--- src/rtl/psum_drain_pkg.sv ---
// Shared sizes and FSM encoding for the psum drain path.
// Imported by the drain top and its skew delay lines.
package psum_drain_pkg;

  localparam int PD_ARRAY_SIZE = 4;
  localparam int PD_DATA_SIZE  = 16;

  typedef enum logic [1:0] {
    ST_IDLE    = 2'd0,
    ST_WAIT    = 2'd1,
    ST_COLLECT = 2'd2,
    ST_DONE    = 2'd3
  } drain_state_t;

  // Counter must hold start_delay + ARRAY_SIZE - 1 and num_rows - 1 without wrap.
  function automatic int cnt_width(input int delay_w, input int rows_w, input int array_size);
    int base_w;
    base_w = (delay_w > rows_w) ? delay_w : rows_w;
    return base_w + $clog2(array_size + 1) + 1;
  endfunction

endpackage

--- src/rtl/psum_drain_skew_delay_line.sv ---
// DEPTH-stage shift register for one psum lane; the last stage only loads
// when last_en is high so it can hold the value presented to the SRAM.
module skew_delay_line
  import psum_drain_pkg::*;
#(
  parameter int DEPTH     = 1,
  parameter int DATA_SIZE = PD_DATA_SIZE
) (
  input  logic                 clk,
  input  logic                 rst,
  input  logic                 last_en,
  input  logic [DATA_SIZE-1:0] din,
  output logic [DATA_SIZE-1:0] dout
);

  logic [DATA_SIZE-1:0] stage    [DEPTH];
  logic [DATA_SIZE-1:0] stage_in [DEPTH];

  genvar g;
  for (g = 0; g < DEPTH; g++) begin : g_src
    if (g == 0) begin : g_head
      assign stage_in[g] = din;
    end else begin : g_body
      assign stage_in[g] = stage[g-1];
    end
  end

  always_ff @(posedge clk or posedge rst) begin
    if (rst) begin
      for (int i = 0; i < DEPTH; i++) begin
        stage[i] <= '0;
      end
    end else begin
      for (int i = 0; i < DEPTH - 1; i++) begin
        stage[i] <= stage_in[i];
      end
      if (last_en) begin
        stage[DEPTH-1] <= stage_in[DEPTH-1];
      end
    end
  end

  assign dout = stage[DEPTH-1];

endmodule

--- src/rtl/psum_drain.sv ---
// Drains skewed partial sums from the bottom of the PE array, de-skews them,
// optionally applies ReLU and writes one row per cycle to the output SRAM.
//
//   state   | meaning
//   IDLE    | waiting for start
//   WAIT    | counting down until the first row is fully de-skewed
//   COLLECT | one SRAM write per cycle, num_rows cycles
//   DONE    | one-cycle done pulse, then back to IDLE
module psum_drain
  import psum_drain_pkg::*;
#(
  parameter int ARRAY_SIZE  = PD_ARRAY_SIZE,
  parameter int DATA_SIZE   = PD_DATA_SIZE,
  parameter int ADDR_WIDTH  = 10,
  parameter int DELAY_WIDTH = 8,
  parameter int ROWS_WIDTH  = 8
) (
  input  logic                             clk,
  input  logic                             rst,
  input  logic                             start,
  input  logic [DELAY_WIDTH-1:0]           start_delay,
  input  logic [ROWS_WIDTH-1:0]            num_rows,
  input  logic [ADDR_WIDTH-1:0]            base_addr,
  input  logic                             relu_en,
  input  logic [ARRAY_SIZE*DATA_SIZE-1:0]  psum_in,
  output logic                             sram_wen,
  output logic [ADDR_WIDTH-1:0]            sram_addr,
  output logic [ARRAY_SIZE*DATA_SIZE-1:0]  sram_wdata,
  output logic                             busy,
  output logic                             done
);

  localparam int CNT_W = cnt_width(DELAY_WIDTH, ROWS_WIDTH, ARRAY_SIZE);

  drain_state_t          state, state_nx;
  logic [CNT_W-1:0]      cnt, cnt_nx;
  logic [ROWS_WIDTH-1:0] rows_lat;
  logic [ADDR_WIDTH-1:0] base_lat;
  logic                  relu_lat;
  logic                  latch_en;
  logic                  last_en;
  logic                  addr_load;
  logic                  addr_inc;

  always_ff @(posedge clk or posedge rst) begin
    if (rst) begin
      state <= ST_IDLE;
      cnt   <= '0;
    end else begin
      state <= state_nx;
      cnt   <= cnt_nx;
    end
  end

  always_comb begin
    state_nx  = state;
    cnt_nx    = cnt;
    latch_en  = 1'b0;
    last_en   = 1'b0;
    addr_load = 1'b0;
    addr_inc  = 1'b0;
    busy      = 1'b0;
    done      = 1'b0;
    sram_wen  = 1'b0;
    case (state)
      ST_IDLE: begin
        if (start) begin
          latch_en = 1'b1;
          if (num_rows != '0) begin
            state_nx = ST_WAIT;
            cnt_nx   = CNT_W'(start_delay) + CNT_W'(ARRAY_SIZE - 1);
          end else begin
            state_nx = ST_DONE;
          end
        end
      end
      ST_WAIT: begin
        busy = 1'b1;
        if (cnt == '0) begin
          state_nx  = ST_COLLECT;
          cnt_nx    = CNT_W'(rows_lat) - CNT_W'(1);
          last_en   = 1'b1;
          addr_load = 1'b1;
        end else begin
          cnt_nx = cnt - CNT_W'(1);
        end
      end
      ST_COLLECT: begin
        busy     = 1'b1;
        sram_wen = 1'b1;
        if (cnt == '0) begin
          state_nx = ST_DONE;
        end else begin
          cnt_nx   = cnt - CNT_W'(1);
          last_en  = 1'b1;
          addr_inc = 1'b1;
        end
      end
      ST_DONE: begin
        done     = 1'b1;
        state_nx = ST_IDLE;
      end
      default: state_nx = ST_IDLE;
    endcase
  end

  always_ff @(posedge clk or posedge rst) begin
    if (rst) begin
      rows_lat <= '0;
      base_lat <= '0;
      relu_lat <= 1'b0;
    end else if (latch_en) begin
      rows_lat <= num_rows;
      base_lat <= base_addr;
      relu_lat <= relu_en;
    end
  end

  // Address register loads at the edge before each write so it lines up with sram_wen.
  always_ff @(posedge clk or posedge rst) begin
    if (rst) begin
      sram_addr <= '0;
    end else if (addr_load) begin
      sram_addr <= base_lat;
    end else if (addr_inc) begin
      sram_addr <= sram_addr + ADDR_WIDTH'(1);
    end
  end

  logic [DATA_SIZE-1:0] lane_in  [ARRAY_SIZE];
  logic [DATA_SIZE-1:0] lane_out [ARRAY_SIZE];

  genvar c;
  for (c = 0; c < ARRAY_SIZE; c++) begin : g_lane
    assign lane_in[c] = (relu_lat && psum_in[c*DATA_SIZE + DATA_SIZE - 1])
                        ? '0 : psum_in[c*DATA_SIZE +: DATA_SIZE];

    skew_delay_line #(
      .DEPTH     (ARRAY_SIZE - c),
      .DATA_SIZE (DATA_SIZE)
    ) u_skew (
      .clk     (clk),
      .rst     (rst),
      .last_en (last_en),
      .din     (lane_in[c]),
      .dout    (lane_out[c])
    );

    assign sram_wdata[c*DATA_SIZE +: DATA_SIZE] = lane_out[c];
  end

endmodule

--- config.mk ---
export PLATFORM = sky130hd
export DESIGN_NAME = psum_drain
export DESIGN_NICKNAME = d
export VERILOG_FILES = /design/src/rtl/psum_drain_pkg.sv /design/src/rtl/psum_drain_skew_delay_line.sv /design/src/rtl/psum_drain.sv
export SDC_FILE = /design/constraint.sdc
export NUM_CORES = 1
export LEC_CHECK = 0
export CAP_MARGIN = 20
export CORE_UTILIZATION = 56
export CTS_BUF_LIST = sky130_fd_sc_hd__clkbuf_8 sky130_fd_sc_hd__clkbuf_16
export CTS_CLUSTER_SIZE = 28
export DETAILED_ROUTE_END_ITERATION = 7
export HOLD_SLACK_MARGIN = 0.15
export PLACE_DENSITY = 0.87
export SLEW_MARGIN = 15
export SYNTH_ARGS = -nofsm -noshare
export SYNTH_HDL_FRONTEND = slang
export SYNTH_HIERARCHICAL = 1
export SYNTH_SLANG_ARGS = --single-unit
--- constraint.sdc ---
create_clock -name clk -period 4 [get_ports clk]
set_clock_uncertainty 0.2 [all_clocks]
set_input_delay 0.6 -clock clk [delete_from_list [all_inputs] [get_ports clk]]
set_output_delay 0.6 -clock clk [all_outputs]
set_load 0.1 [all_outputs]
Gate-type map:
(2 px per um)
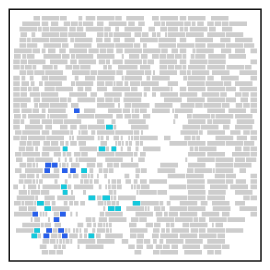
| color | family | cells |
|---|---|---|
| blue | XOR/XNOR gates | 13 |
| cyan | AND-OR and OR-AND gates | 17 |
logic share of the area: 25.8%
post-route insts no fill: 973
Commonest Layout Cell: dfrtp_1

==> flow_summary_export.csv <==
group,metric,value,unit
global_route,grt_pass1_wl,28300,um
clock_network,clock-sinks,203,
outcome,outcome,"finished, violations left",
setup_path,crit_fanout,26,
route,wl_per_cell,17.7,um
clock_network,clkTransAtPathRegs,0.06,ns
route,drc,14,
floorplanning,initial_core_util,58.0,%
yosys,postSynth.asyncResetShare,100,%
setup_path,crit_chain,"nor4_1, and4_1, nor2_1, clkinv_2, buf_12, mux2_2",
timing,hold_viol,0,
timing,max_freq,314,MHz
clock_network,htree_num_levels,1,
timing,rsz0062_at_grt,"false",
outcome,violations,"design-rule violations",
yosys,syn-num-nets,736,
setup_path,ff2ff_path_depth,6,
layout,antenna_cells,0,
yosys,ys_cells,631,
floorplanning,die_x,125,um
route,drt_pre_antenna_iters,6,
setup_path,r2r_start,"cnt[9]",
yosys,avgSynthCellArea,13.5,sq um
Met1 routing:
(2 px per um)
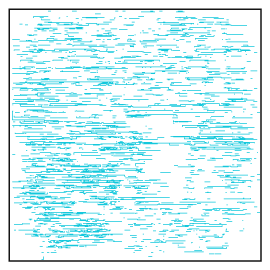
share of all routed wire: 40%
wire length on this layer: 6860 um
routed via count: 5229
met1 Usage GRT: 27.9%
final WL: 17300 um

[per-stage QoR]
step / cells / util, %
6_report: 973 / 73.5
5_1_grt: 973 / 73.5
4_1_cts: 973 / 73.5
3_5_place_dp: 924 / 68.1
3_3_place_gp: 923 / 68.0
2_1_floorplan: 631 / -
[cell usage after synthesis (all sizes together) (4+ instances only)]
library cell | instances | share of area [%]
a21oi | 13 | 0.77
a22o | 4 | 0.41
and2 | 62 | 4.6
buf | 61 | 6.2
clkbuf | 8 | 0.35
dfrtp | 203 | 60
ha | 11 | 1.6
inv | 23 | 1.0
mux2 | 83 | 13
nand2 | 17 | 0.75
nand3 | 6 | 0.35
nand4 | 4 | 0.37
nor2 | 22 | 0.97
nor2b | 5 | 0.37
nor3 | 9 | 0.53
o21ai | 16 | 0.94
o221ai | 5 | 0.59
o31ai | 4 | 0.35
or4 | 8 | 0.75
xnor2 | 8 | 0.82
xor2 | 5 | 0.52
[timing repair]
item / CTS / global route
hold buffers: 11 / 0
endpoints found under the hold margin: 11 / 0
gates resized: 0 / 0
[cell families after synthesis]
group           after synthesis  synth area share, %
simple gates                154                 10.4
xor+xnor                     13                 1.34
fa+ha+maj                    11                 1.62
flops                       203                 59.8
buf+inv                      92                 7.52
compound gates               75                 6.58
mux                          83                 12.8
[cell type report]
class / instances / area [sq um] / area share (%)
Timing Repair Buffer: 189 / 1910 / 17.8
Multi-Input combinational cell: 336 / 2780 / 25.8
Clock inverter: 12 / 70.1 / 0.651
Inverter: 23 / 87.6 / 0.814
Sequential cell: 203 / 5080 / 47.2
Tap cell: 184 / 230 / 2.14
Clock buffer: 26 / 606 / 5.63
[how the worst max path moves through the flow]
| stage | startpoint | slack (ns) | cells after the start | to |
|---|---|---|---|---|
| 3_5_place_dp | num_rows[7] | 0.73 | 6 | cnt[4] |
| 6_report | cnt[9] | 0.81 | 6 | g_lane[2].u_skew/dout[11] |
| 2_1_floorplan | state[0] | 0.93 | 9 | g_lane[3].u_skew/dout[10] |
| 4_1_cts | cnt[9] | 0.83 | 6 | g_lane[2].u_skew/dout[11] |
| 3_3_place_gp | num_rows[2] | 0.83 | 6 | cnt[4] |
| 5_1_grt | cnt[9] | 0.64 | 6 | g_lane[2].u_skew/dout[11] |
[worst register-to-register path, delay by kind of cell, from the launching register on]
| kind | cells | cell delay [ns] |
|---|---|---|
| muxes | 1 | 0.37 |
| and+or+nand+nor | 3 | 1.53 |
| buffers and inverters | 2 | 0.54 |
| DFF | 1 | 0.43 |
[registers in the layout, indices dropped and copies added, names as in the netlist]
signal and flops:
g_lane.u_skew/stage 96, g_lane.u_skew/dout 64, sram_addr 10, cnt 12, rows_lat 8, state 2, base_lat 10, relu_lat 1
[per-layer routing]
layer	wire, um	GRT usage [%]	share of wire, %	up-vias
met3	922	4.75	5.3	43
met4	644	8.90	3.7	0
li1	-	-	-	2426
met2	8840	39.8	51	167
met1	6860	27.9	40	2593
met5	0	0	0	-
